**Ports around the boundary**

Pins as bars across the die edge, other pins in gray.
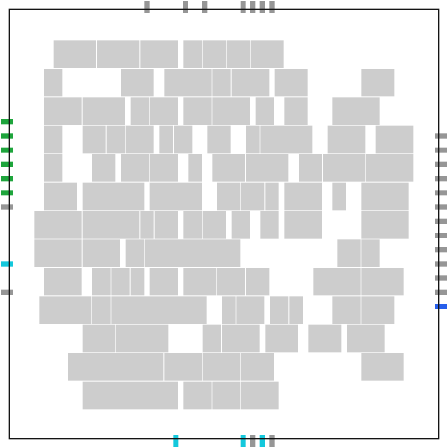
**Cell placement**

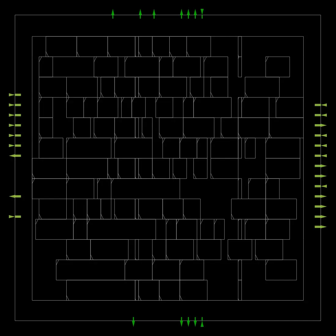
`src/rtl/multicycle_control.sv`:
```
// multicycle_control
//   Main controller of the multicycle datapath. Sequences every instruction
//   through FETCH / DECODE / EXEC / MEM / WB states and decodes all datapath
//   enables, mux selects and the 3-bit ALUControl from the current state
//   (plus Op/Funct/Zero where they matter).
//
// Ports
//   clk        : clock, all state changes on rising edge
//   reset      : asynchronous active-high, forces FETCH and gates all enables
//   Op, Funct  : instruction[31:26] and instruction[5:0] from the IR
//   Zero       : ALU zero flag, resolves beq
//   IorD, MemWrite, IRWrite, PCEn, PCSrc, RegDst, MemtoReg, RegWrite,
//   ALUSrcA, ALUSrcB, ALUControl : datapath controls
//   IllegalOp  : one-cycle flag in DECODE for an unsupported instruction
//   State      : current state, zero-extended to STATE_W (debug)
module multicycle_control #(
    parameter int STATE_W = 4
) (
    input  logic               clk,
    input  logic               reset,
    input  logic [5:0]         Op,
    input  logic [5:0]         Funct,
    input  logic               Zero,
    output logic               IorD,
    output logic               MemWrite,
    output logic               IRWrite,
    output logic               PCEn,
    output logic               PCSrc,
    output logic               RegDst,
    output logic               MemtoReg,
    output logic               RegWrite,
    output logic               ALUSrcA,
    output logic [1:0]         ALUSrcB,
    output logic [2:0]         ALUControl,
    output logic               IllegalOp,
    output logic [STATE_W-1:0] State
);

    localparam logic [5:0] OP_RTYPE = 6'b000000;
    localparam logic [5:0] OP_LW    = 6'b100011;
    localparam logic [5:0] OP_SW    = 6'b101011;
    localparam logic [5:0] OP_BEQ   = 6'b000100;
    localparam logic [5:0] OP_ADDI  = 6'b001000;

    localparam logic [5:0] F_ADD = 6'b100000;
    localparam logic [5:0] F_AND = 6'b100100;
    localparam logic [5:0] F_XOR = 6'b100110;
    localparam logic [5:0] F_OR  = 6'b100101;

    localparam logic [2:0] ALU_ADD = 3'b000;
    localparam logic [2:0] ALU_BEQ = 3'b001;
    localparam logic [2:0] ALU_AND = 3'b010;
    localparam logic [2:0] ALU_XOR = 3'b011;
    localparam logic [2:0] ALU_OR  = 3'b100;

    typedef enum logic [3:0] {
        S_FETCH    = 4'd0,
        S_DECODE   = 4'd1,
        S_MEMADR   = 4'd2,
        S_MEMRD    = 4'd3,
        S_MEMWB    = 4'd4,
        S_MEMWR    = 4'd5,
        S_EXECUTE  = 4'd6,
        S_ALUWB    = 4'd7,
        S_BRANCH   = 4'd8,
        S_ADDIEXEC = 4'd9,
        S_ADDIWB   = 4'd10
    } state_t;

    state_t state_q, state_d;

    // Raw enables before reset gating
    logic pc_write, branch, mem_write_raw, ir_write_raw, reg_write_raw, illegal_raw;

    function automatic logic funct_legal(input logic [5:0] f);
        case (f)
            F_ADD, F_AND, F_XOR, F_OR: return 1'b1;
            default:                   return 1'b0;
        endcase
    endfunction

    function automatic logic [2:0] funct_alu(input logic [5:0] f);
        case (f)
            F_AND:   return ALU_AND;
            F_XOR:   return ALU_XOR;
            F_OR:    return ALU_OR;
            default: return ALU_ADD;
        endcase
    endfunction

    always_ff @(posedge clk or posedge reset) begin
        if (reset) begin
            state_q <= S_FETCH;
        end else begin
            state_q <= state_d;
        end
    end

    always_comb begin
        state_d       = S_FETCH;
        pc_write      = 1'b0;
        branch        = 1'b0;
        mem_write_raw = 1'b0;
        ir_write_raw  = 1'b0;
        reg_write_raw = 1'b0;
        illegal_raw   = 1'b0;
        IorD          = 1'b0;
        PCSrc         = 1'b0;
        RegDst        = 1'b0;
        MemtoReg      = 1'b0;
        ALUSrcA       = 1'b0;
        ALUSrcB       = 2'b00;
        ALUControl    = ALU_ADD;

        case (state_q)
            S_FETCH: begin
                ir_write_raw = 1'b1;
                pc_write     = 1'b1;
                ALUSrcB      = 2'b01;
                state_d      = S_DECODE;
            end
            S_DECODE: begin
                // Precompute the branch target into ALUOut regardless of opcode
                ALUSrcB = 2'b11;
                case (Op)
                    OP_LW, OP_SW: state_d = S_MEMADR;
                    OP_BEQ:       state_d = S_BRANCH;
                    OP_ADDI:      state_d = S_ADDIEXEC;
                    OP_RTYPE: begin
                        if (funct_legal(Funct)) begin
                            state_d = S_EXECUTE;
                        end else begin
                            illegal_raw = 1'b1;
                        end
                    end
                    default: illegal_raw = 1'b1;
                endcase
            end
            S_MEMADR: begin
                ALUSrcA = 1'b1;
                ALUSrcB = 2'b10;
                state_d = (Op == OP_LW) ? S_MEMRD : S_MEMWR;
            end
            S_MEMRD: begin
                IorD    = 1'b1;
                state_d = S_MEMWB;
            end
            S_MEMWB: begin
                MemtoReg      = 1'b1;
                reg_write_raw = 1'b1;
            end
            S_MEMWR: begin
                IorD          = 1'b1;
                mem_write_raw = 1'b1;
            end
            S_EXECUTE: begin
                ALUSrcA    = 1'b1;
                ALUControl = funct_alu(Funct);
                state_d    = S_ALUWB;
            end
            S_ALUWB: begin
                RegDst        = 1'b1;
                reg_write_raw = 1'b1;
            end
            S_BRANCH: begin
                ALUSrcA    = 1'b1;
                ALUControl = ALU_BEQ;
                PCSrc      = 1'b1;
                branch     = 1'b1;
            end
            S_ADDIEXEC: begin
                ALUSrcA = 1'b1;
                ALUSrcB = 2'b10;
                state_d = S_ADDIWB;
            end
            S_ADDIWB: begin
                reg_write_raw = 1'b1;
            end
            default: begin
                // Unreachable encodings: recover to FETCH with everything off
                state_d = S_FETCH;
            end
        endcase
    end

    // Reset gates the enables combinationally so an abandoned instruction
    // cannot write anything in the cycle reset rises.
    assign MemWrite  = mem_write_raw & ~reset;
    assign IRWrite   = ir_write_raw  & ~reset;
    assign RegWrite  = reg_write_raw & ~reset;
    assign IllegalOp = illegal_raw   & ~reset;
    assign PCEn      = (pc_write | (branch & Zero)) & ~reset;

    assign State = STATE_W'(state_q);

endmodule
```
`config.mk`:
```
export PLATFORM = sky130hd
export DESIGN_NAME = multicycle_control
export DESIGN_NICKNAME = d
export VERILOG_FILES = /design/src/rtl/multicycle_control.sv
export SDC_FILE = /design/constraint.sdc
export NUM_CORES = 1
export LEC_CHECK = 0
export CAP_MARGIN = 20
export CORE_MARGIN = 2
export CORE_UTILIZATION = 35
export CTS_BUF_LIST = sky130_fd_sc_hd__clkbuf_8
export DETAILED_ROUTE_END_ITERATION = 10
export GPL_ROUTABILITY_DRIVEN = 0
export GPL_TIMING_DRIVEN = 0
export PLACE_DENSITY = 0.92
export SLEW_MARGIN = 20
export SYNTH_ARGS = -nofsm -noshare
export SYNTH_HDL_FRONTEND = slang
export SYNTH_SLANG_ARGS = --single-unit
```
`constraint.sdc`:
```
create_clock -name clk -period 2.6 [get_ports clk]
set_clock_uncertainty 0.1 [all_clocks]
set_input_delay 0.65 -clock clk [delete_from_list [all_inputs] [get_ports clk]]
set_output_delay 0.65 -clock clk [all_outputs]
set_load 0.01 [all_outputs]
```
==> ci_impl_report.md <==
### Yosys + OpenROAD results

| Metric | Value |
|---|---|
| Post-synth tally of flip-flops with integrated enable | `0` |
| Clock transition at path regs | `0.03 ns` |
| Flops after synth | `4` |
| Critical path class | `primary input to output pin` |
| Number of max-cap violations | `0` |
| Area leader, netlist | `dfrtp_1` |
| # diodes | `0` |
| Clock power share | `26.5%` |
| WP data required | `1.85 ns` |
| AND-OR/OR-AND Cells, Area Fraction | `21.7%` |
| Most frequent logic cell in the layout | `clkdlybuf4s50_1` |
| Sequential cell fraction of total power | `approximately 18%` |
| Most used DFF post-synth | `dfrtp_1` |
| Final Max Slew Viols | `0` |
| Worst slew pin tran | `0.312 ns` |
| Residual DRC count | `0` |
| FF-to-FF Start | `State[0]$_DFF_PP0_` |
| Internal power | `312 µW` |
| Reg2Reg Setup Slack | `1.12 ns` |
| Gr usage total | `20.2%` |
| Congestion Overflow GR | `0` |
| Synth cell types | `32` |
| Hold Violations, Final | `0` |
| Initial antenna violation count | `0` |
| Top cells, area | `dfrtp_1 21%, nor2_1 5.5%, nand2b_1 5.2%` |
| Crit path to | `IllegalOp` |
| Mean Syn Cell Area | `7.47 µm²` |
| Mux frac, synth | `2.36%` |
| Slowest CP cell | `clkdlybuf4s50_1` |
| Max reg flops | `4` |
| Cycle use final | `roughly 100%` |
| Hold WC Path Type | `primary input to async pin` |
| Ys cells | `~64` |
| Worst VDD drop | `0.695 mV` |
| Post-synthesis xor/xnor area fraction | `around 3.7%` |
| Setup TNS | `0 ns` |
| Synth warnings | `0` |
| WHS | `0.426 ns` |
| Crit path depth | `6` |
| Sw Ratio | `36.4%` |
| Antenna Violating Nets Remaining | `0` |
| Chip Area, Yosys | `478 µm²` |
| Max stage delay on crit path | `0.47 ns` |
| Net Sw Power | `179 µW` |
| I/O Pins | `34` |
| Family with the most delay on the worst path | `buffers and inverters` |
| Achievable clock frequency | `389 MHz` |
| CTS max path bufs | `2` |
| Post-Synth Adder-Cell Area | `0%` |
| Worst-path maximum fanout | `2` |
| Async S/R FF share, synth | `100%` |
| Clk latency late pin | `0.22 ns` |
| Final-report setup violation count | `0` |
| Root Driver | `clkbuf_8` |
| Num Clock Sinks | `4` |
| Reg2Reg Capture Point | `State[1]$_DFF_PP0_` |
| Tool warnings | `27` |
| Core area | `1280 µm²` |
| Syn-to-layout area delta | `95.0%` |
| Via density | `5.48` |
| FILL cells | `102` |
| Final #Nets | `121` |
| CP Launch Point | `Funct[2]` |
| Top area contributor share | `20.9%` |
| Min Tclk post-route | `2.57 ns` |
| Status | `completed` |
| Crit path DAT | `1.82 ns` |
| Synthesized area | `478 µm²` |
| Syn_nets | `a little under 80` |
| CP startpoint kind | `primary input` |
| P_leak | `0.000471 µW` |
| Max-slew headroom | `between 70% and 80%` |
| Row count | `13` |
| Vias in the first global route | `534` |
| P per Cell Area | `527 nW/µm²` |
| Top non-seq family | `simple AND/OR/NAND/NOR gates` |
| Cells on worst reg2reg path | `4` |
| Simple Share, Synth | `45.0%` |
| Mapped Cells | `approximately 64` |
| CTS tree | `done` |
| Initial DRC count | `17` |
| Initial cell density of the core | `37.2%` |
| WL final | `1580 µm` |
| Die area | `around 1700 µm²` |
| H-tree depth | `1` |
| Global-route wire length before repair | `approximately 2200 µm` |
| Layout cell share with drive strength beyond 1 | `33.7%` |
| Hold_buf cts | `0` |
| Post-DR wirelength/cell | `13.3 µm` |
| CP Cell Sequence | `clkdlybuf4s50_1 > a21boi_2 > o211a_1 > nand2_2 > and3_1 > buf_2` |
| Most frequent cells in the layout | `12 x clkdlybuf4s50_1, 7 x dlygate4sd2_1, 6 x dlymetal6s2s_1, 5 x buf_4, 5 x nor2_1` |
| Total number of vias | `652` |
| Worst Setup End Kind | `output pin` |
| CTS Buf Count | `3` |
| Drt pass-1 iters | `4` |
| CP bufs+invs | `2` |
| Register area share after synthesis | `20.9%` |
| Logic pwr share | `55.7%` |
| Largest net degree at the start of global routing | `11` |
| DP HPWL | `1140 µm` |
-- 'ports around the boundary' (at the start) --
Key: `State` = cyan [pins 4, direction output, edge 3 bottom, 1 left]; `Op` = green [pins 6, direction input, edge left]; `IRWrite` = blue [pins 1, direction output, edge right]
All pins by edge: 13 right, 9 left, 7 top, 5 bottom.
PortBufs: 33
die height: 41.0 µm
die x size: 41.0 µm

-- 'cell placement' (at the start) --
final core occ: 72.5%
Final Instance Count excl. Fillers: 119

==> per-stage QoR <==
stage / power [µW] / instances / utilization [%] / worst slack [ns] / instance area (µm²)
global route: 523 / 119 / 72.5 / -0.0249 / 932
global placement: 355 / 112 / 64.4 / -0.656 / 827
CTS: 491 / 117 / 69.0 / -0.0113 / 887
finish: 491 / 119 / 72.5 / 0.0270 / 932
floorplan: 222 / 64 / - / 0.269 / 478
detailed placement: 360 / 112 / 64.4 / -0.657 / 827
==> synth_stat cells, drive strengths merged (2+ instances only) <==
cell    n
nor3    4
a21oi   4
buf     3
or4     2
nand2   2
dfrtp   4
o21ai   2
and3    3
nor2b   4
nor2    8
nand2b  4
nor3b   3
inv     3
nand3   3
xnor2   2
==> cell type report <==
class                           count  area, µm²  area share [%]
Multi-Input combinational cell     53        392            42.0
Timing Repair Buffer               37        344            36.9
Sequential cell                     4        100            10.7
Clock buffer                        3       41.3            4.43
Buffer                              4       25.0            2.68
Tap cell                           15       18.8            2.01
Inverter                            3       11.3            1.21
==> per-layer routing <==
metal / share of wire [%] / up-vias / wire length (µm) / track usage, %
met5: 0 / - / 0 / 0
met1: 37 / 294 / 584 / 20.5
met2: 52 / 35 / 822 / 36.3
met4: 1.7 / 0 / 27 / 10.8
li1: - / 317 / - / -
met3: 9.2 / 6 / 145 / 5.98
==> what timing repair did <==
| action | CTS | global route |
|---|---|---|
| endpoints found under the setup margin | 9 | 8 |
| pin swaps | 6 | 8 |
| buffers inserted | 2 | 2 |
| resized | 39 | 17 |
==> power by group through the flow <==
stage          Clock, µW  Combinational [µW]  Sequential (µW)
3_5_place_dp           0                 275             85.6
6_report             130                 274             87.1
3_3_place_gp           0                 270             84.8
2_1_floorplan          0                 134             88.4
4_1_cts              131                 273             86.5
5_1_grt              138                 296             88.9
Power figures rest on the tool's default switching activity, not on a simulated workload.
